[config.mk]
export PLATFORM = sky130hd
export DESIGN_NAME = maxpool_1d_stream
export DESIGN_NICKNAME = d
export VERILOG_FILES = /design/src/rtl/maxpool_1d_stream.sv
export SDC_FILE = /design/constraint.sdc
export NUM_CORES = 1
export LEC_CHECK = 0
export ABC_AREA = 1
export CAP_MARGIN = 20
export CORE_ASPECT_RATIO = 1.25
export CORE_MARGIN = 2
export CORE_UTILIZATION = 45
export DETAILED_ROUTE_END_ITERATION = 10
export GPL_TIMING_DRIVEN = 0
export MAX_ROUTING_LAYER = met4
export PLACE_DENSITY = 0.7
export SYNTH_ARGS = -nofsm -noshare
export SYNTH_HDL_FRONTEND = slang
export SYNTH_SLANG_ARGS = --single-unit
[constraint.sdc]
create_clock -name clk -period 1.63 [get_ports clk]
set_input_delay 0.163 -clock clk [delete_from_list [all_inputs] [get_ports clk]]
set_output_delay 0.163 -clock clk [all_outputs]
set_load 0.005 [all_outputs]
[src/rtl/maxpool_1d_stream.sv]
`default_nettype none
// ============================================================================
// Module   : maxpool_1d_stream
// Brief    : Streaming 1-D max pooling over non-overlapping windows of POOL
//            samples, windows closed early at each LEN-sample vector boundary.
// Revision : 1.0 - initial release
// ============================================================================
module maxpool_1d_stream #(
  parameter int WIDTH  = 11,
  parameter int LEN    = 22,
  parameter int POOL   = 2,
  parameter int LOGLEN = 5
) (
  input  logic             clk,
  input  logic             reset,
  input  logic [WIDTH-1:0] s_data_in_y,
  input  logic             s_valid_y,
  output logic             s_ready_y,
  output logic [WIDTH-1:0] m_data_out_z,
  output logic             m_valid_z,
  input  logic             m_ready_z
);

  localparam logic [LOGLEN-1:0] c_pool_last = LOGLEN'(POOL - 1);
  localparam logic [LOGLEN-1:0] c_len_last  = LOGLEN'(LEN - 1);
  localparam logic [LOGLEN-1:0] c_one       = LOGLEN'(1);

  logic [LOGLEN-1:0] r_wcnt;
  logic [LOGLEN-1:0] r_ecnt;
  logic [WIDTH-1:0]  r_run_max;
  logic [WIDTH-1:0]  r_data_out;
  logic              r_valid_out;

  logic              w_close;
  logic              w_ready;
  logic              w_accept;
  logic              w_xfer;
  logic [WIDTH-1:0]  w_cand;

  always_comb begin
    w_close = (r_wcnt == c_pool_last) || (r_ecnt == c_len_last);
    // Only a closing sample needs the output slot, so only it can stall.
    w_ready  = ~reset & ~(r_valid_out & ~m_ready_z & w_close);
    w_accept = s_valid_y & w_ready;
    w_xfer   = r_valid_out & m_ready_z;
    if (r_wcnt == '0) begin
      w_cand = s_data_in_y;
    end else if ($signed(r_run_max) > $signed(s_data_in_y)) begin
      w_cand = r_run_max;
    end else begin
      w_cand = s_data_in_y;
    end
  end

  always_ff @(posedge clk) begin
    if (reset) begin
      r_wcnt      <= '0;
      r_ecnt      <= '0;
      r_run_max   <= '0;
      r_data_out  <= '0;
      r_valid_out <= 1'b0;
    end else begin
      if (w_accept && w_close) begin
        r_data_out  <= w_cand;
        r_valid_out <= 1'b1;
        r_wcnt      <= '0;
        r_ecnt      <= (r_ecnt == c_len_last) ? '0 : r_ecnt + c_one;
      end else begin
        if (w_accept) begin
          r_run_max <= w_cand;
          r_wcnt    <= r_wcnt + c_one;
          r_ecnt    <= r_ecnt + c_one;
        end
        if (w_xfer) begin
          r_valid_out <= 1'b0;
        end
      end
    end
  end

  assign s_ready_y    = w_ready;
  assign m_data_out_z = r_data_out;
  assign m_valid_z    = r_valid_out;

endmodule
`default_nettype wire
Run 1, the metal 1 layer:
Bar = 20 um.
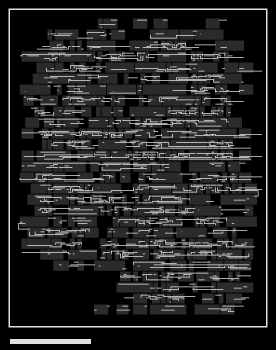
longest straight run	24.4 um
nets with wire on the layer	342
share of all routed wire	40%
wire length on this layer	2,120 um

Run 1, metal 2:
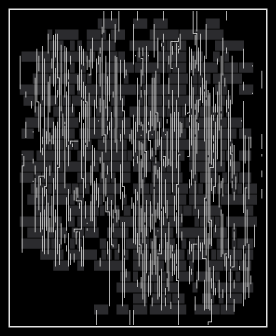
nets with wire on the layer	313
main direction	vertical

==> results.yml, run 1 <==
# generated from flow reports
final_layout:
  design_area_mm2: 0.003047
  lay_top_cells: "nand2_1 (53), inv_1 (51), nand3_1 (23), dfxtp_1 (21), a21oi_1 (19)"
  nNonClkInverters: 58
  stdcell_count: 402
  layout-drive-gt1-share_pct: 36.34
  combGateArea_mm2: 0.001458
  buf_share_pct: 16.47
  regArea_um2: 678.2
  logic_gates: 192
  sh_comb_area_pct: 47.84
  lay_top_count: "nand2_1"
  seq_area_share_pct: 22.26
  antennaDiodeCount: 0
  fill_cells: 370
routing:
  viasPerCell: 4.925
  vias: 1980
  wl_met1_mm: 2.121
  drt_iter0_drc: 109
  maxUsedRoutingLayer: "met4"
  wl_per_cell_um: 13.16
  met2_length_mm: 2.906
run_status:
  status: "finished, violations left"
  violations: "setup timing"
setup_path:
  crit_fanout: 5
  path_cells: "ha_4, a21oi_1, nand2_1, nand2_2, nand3_2, nand2_2, nand3_4, buf_8, nand2_4, nand3_1, nand2_1, inv_1"
  r2r-end: "r_run_max[9]"
  crit_buf_inv: 2
  critical_path.slowest_cell: "dfxtp_2"
  critPathRequiredTime_ns: 1.82
  critPathCapture: "r_run_max[9]"
  startpoint: "r_run_max[6]"
  worstPathArrival_ns: 1.97
  cp_slowest_stage_delay_ns: 0.38
  cp_num_cells: 12
cts:
  path_clk_slew_ns: 0.07
  ctsHoldBuffers: 0
  cts_buffers: 5
  cts_buffer_depth: 2
  cts_num_sinks: 33
  cts_tree: "yes"
  cts-htree-levels: 2
placed_design:
  post_dp_cell_area_mm2: 0.002340
  placedCellCount: 378
  io_buffers: 27
sta:
  clock_skew_ns: 0.005013
  max_slew_margin_pct: 72.23
  setup_viol: 25
  max_freq_mhz: 561.3
  fin_hold_ws_ns: 0.3539
  setup_slack_ns: -0.1515
  worst_slew_pin_slew_ns: 0.4166
run:
  log.warning_count: 31
  max_cap_viol_count: 0
min_path:
  hold_path_class: "input port to flip-flop"
  min_to: "r_run_max[4]"
logic_synthesis:
  synthTopCellsByCount: "nand2_1 (83), inv_1 (56), nand3_1 (39)"
  synth.top_cell.area_share_pct: 33.35
  fp_nets: 324
  top_cell: "nand2_1"
  synthArstFlopShare_pct: 0
  ys_chip_area_mm2: 0.001981
  ys.flop_type: "dfxtp_1"
  synth_top_cell_by_area: "dfxtp_1"
  ys_seq_share_pct: 33.35
global_route:
  grt_pass1_vias: 1796
  grtUsageTotal_pct: 20.37
  use_met1_pct: 22.03
  grtUsageMet3_pct: 4.441
floorplan:
  fp.dieH_um: 78.18
  taps: 58
  pin_count: 28
  chip_area_mm2: 0.004952
power_and_ir_drop:
  leakage_nw: 1.460
Run 1, metal 3:
Bar = 20 um.
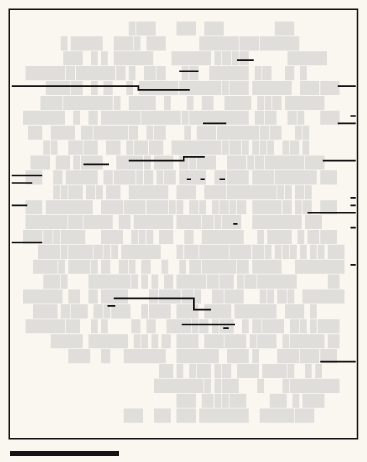
main direction	horizontal
share of all routed wire	2.7%

run 1: repair_timing:
action,CTS,global route
setup buffers,5,9
resized,49,91
endpoints found under the setup margin,30,30
endpoints found under the hold margin,0,0
cloned,2,0
pin swaps,17,20
run 1: cell families (layout without fill, tap and decap cells):
kind of cell,after synthesis,count (layout),share of synthesized area (%)
adders and majority gates,16,16,10.11
AOI/OAI and AO/OA,29,29,7.454
and+or+nand+nor,147,147,33.92
DFF,33,33,33.35
buffers and inverters,68,119,15.16
run 1: sequential cells by signal, indices dropped and copies added (netlist names):
signal	flops
m_data_out_z	11
r_ecnt	5
r_wcnt	5
m_valid_z	1
r_run_max	11
run 1: where the power goes:
part	internal [mW]	switching, mW	leakage [nW]
clock	0.499	0.312	0.0585
sequential	0.850	0.0402	0.274
combinational	0.270	0.327	1.13
## Run 2: what changed since run 1
Settings changed: CTS_BUF_LIST from default to sky130_fd_sc_hd__clkbuf_8.
==> results.yml, run 2 <==
# generated from flow reports
floorplan:
  core_area_mm2: 0.004324
  fp.dieH_um: 78.18
  chip_area_mm2: 0.004952
  initial_core_util_pct: 45.80
  chipWidth_um: 63.34
  rows: 27
  pin_count: 28
placed_design:
  routabilityCongestion: 0.7848
  pre_cts_ws_ns: -0.5922
  io_buffers: 27
  placedCellCount: 378
  post_dp_cell_area_mm2: 0.002340
  place_hpwl_mm: 3.250
sta:
  worst_slew_pin_slew_ns: 0.4172
  fin_hold_ws_ns: 0.3547
  period_needed_ns: 1.779
  setup_slack_ns: -0.1486
  tns_ns: -2.751
  final_max_slew_viol_count: 0
  hold_viol_final: 0
  max_slew_margin_pct: 72.18
  min_period_over_period_pct: 109.1
  rsz0062_at_grt: "true"
  setup_viol: 25
  clock_skew_ns: 0.004572
  max_freq_mhz: 562.3
power_and_ir_drop:
  switching_share_pct: 29.58
  p_clk_share_pct: 35.0
  pg_clk_uw: 801
  internal_power_mw: 1.611
  power_combinational_uw: 597
  p_seq_uw: 890
  combPwrFrac_pct: 26.1
  power.switching_uw: 676.9
  leakage_nw: 1.463
  power_leader: "registers"
  powerDensity_mw_per_mm2: 751.7
  power.total_mw: 2.288
  seq_power_share_pct: 38.9
  peakVddDrop_mv: 0.5369
setup_path:
  crit_buf_inv: 2
  rrSetupSlack_ns: -0.15
  critical_path.slowest_cell: "dfxtp_2"
  startpoint: "r_run_max[6]"
  crit_fanout: 5
  critPathRequiredTime_ns: 1.82
  critPathCapture: "r_run_max[9]"
  r2r-end: "r_run_max[9]"
  start_kind: "flip-flop"
  cp-end-kind: "flip-flop"
  path_cells: "ha_4, a21oi_1, nand2_1, nand2_2, nand3_2, nand2_2, nand3_4, buf_8, nand2_4, nand3_1, nand2_1, inv_1"
  ff2ff_path_depth: 12
  worstPathArrival_ns: 1.97
  r2r_start: "r_run_max[6]"
  crit_type: "flip-flop to flip-flop"
  cp_top_family: "simple AND/OR/NAND/NOR gates"
  cp_num_cells: 12
  cp_slowest_stage_delay_ns: 0.38
cts:
  post_cts_buffers: 5
  cts_buffer_depth: 2
  clock_latency_ns: 0.29
  ctsHoldBuffers: 0
  cts_tree: "yes"
  cts_resized: 49
  clockRootBuffer: "clkbuf_8"
  path_clk_slew_ns: 0.07
  cts_num_sinks: 33
  cts-htree-levels: 2
  cts_buffers: 5
global_route:
  busiest_layer: "met2"
  gr-total-overflow: 0
  grtUsageTotal_pct: 20.37
  grt_first_pass_wirelength_mm: 7.741
  use_met1_pct: 22.03
  grt_pass1_vias: 1796
  antenna_found_initial: 0
  grt_start_max_net_pins: 11
  grtUsageMet2_pct: 36.84
  grtUsageMet3_pct: 4.441
final_layout:
  lay_top_cells: "nand2_1 (53), inv_1 (52), nand3_1 (23), dfxtp_1 (21), a21oi_1 (19)"
  antennaDiodeCount: 0
  syn2layout_area_growth_pct: 53.70
  stdcell_count: 402
  lay_top_count: "nand2_1"
  fin_nets: 374
  layout-drive-gt1-share_pct: 36.34
  design_area_mm2: 0.003044
  fin_util_pct: 70.40
  fill_cells: 370
routing:
  vias: 1975
  first_pass_iters: 4
  drt_iter0_drc: 104
  maxUsedRoutingLayer: "met4"
  wl_per_cell_um: 13.19
  met2_length_mm: 2.902
  viasPerCell: 4.913
  wl_met1_mm: 2.150
  ant_nets: 0
  wl_met3_um: 132
  routed_wl_mm: 5.304
  drc: 0
logic_synthesis:
  ys.flops: 33
  synthesis.area_mm2: 0.001981
  yosysWarnings: 0
  synth_cell_types: 23
  synth_area_per_cell_um2: 6.760
  synthArstFlopShare_pct: 0
  synthCells: 293
  synth_top_cell_by_area: "dfxtp_1"
  ys.flop_type: "dfxtp_1"
  ys_seq_share_pct: 33.35
  fp_nets: 324
  synth.top_cell.area_share_pct: 33.35
  top_cell: "nand2_1"
  ys_chip_area_mm2: 0.001981
  area_leaders: "dfxtp_1 (33%), nand2_1 (16%), inv_1 (11%), ha_1 (10%), nand3_1 (9.9%)"
  synth_stat.cells: 293
  synth-edff-count: 0
  synthTopCellsByCount: "nand2_1 (83), inv_1 (56), nand3_1 (39)"
min_path:
  hold_path_class: "input port to flip-flop"
  min_to: "r_run_max[4]"
  hold_start: "s_data_in_y[4]"
run_status:
  status: "finished, violations left"
  violations: "setup timing"
run:
  log.warning_count: 31
  max_cap_viol_count: 0
-- run 2: cell counts after synthesis --
No cell type changed its count.
-- run 2: cells by family (layout without fill, tap and decap cells) --
group | count (synthesis) | after routing | synth area share, %
AND/OR/NAND/NOR | 147 | 147 | 33.92
flip-flops | 33 | 33 | 33.35
buffers and inverters | 68 | 119 | 15.16
AND-OR/OR-AND | 29 | 29 | 7.454
adder cells (fa/ha/maj) | 16 | 16 | 10.11
-- run 2: cell type report --
cell class	count	area, um^2	share of cell area (%)
clock buffers	6	82.58	2.713
inverters	58	220.2	7.234
plain buffers	10	100.1	3.288
repair buffers	43	399.1	13.11
multi-input cells	192	1458	47.88
well taps	58	72.57	2.384
clock inverters	2	33.78	1.110
flip-flops and latches	33	678.2	22.28
Run 2, metal 2:
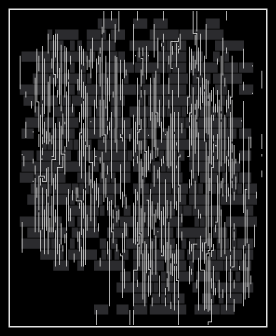
wire length on this layer	2,900 um
longest straight run	35.4 um
share of all routed wire	55%

Run 2, metal 3:
Bar = 20 um.
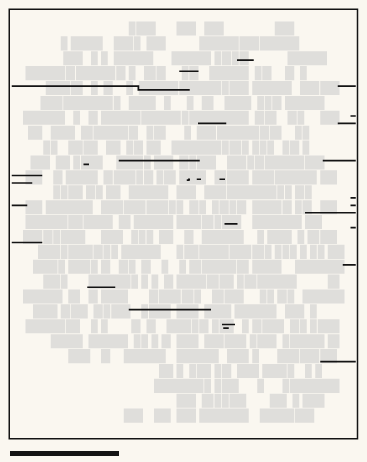
share of all routed wire	2.5%
longest straight run	23.0 um
nets with wire on the layer	21

Power figures rest on the tool's default switching activity, not on a simulated workload.
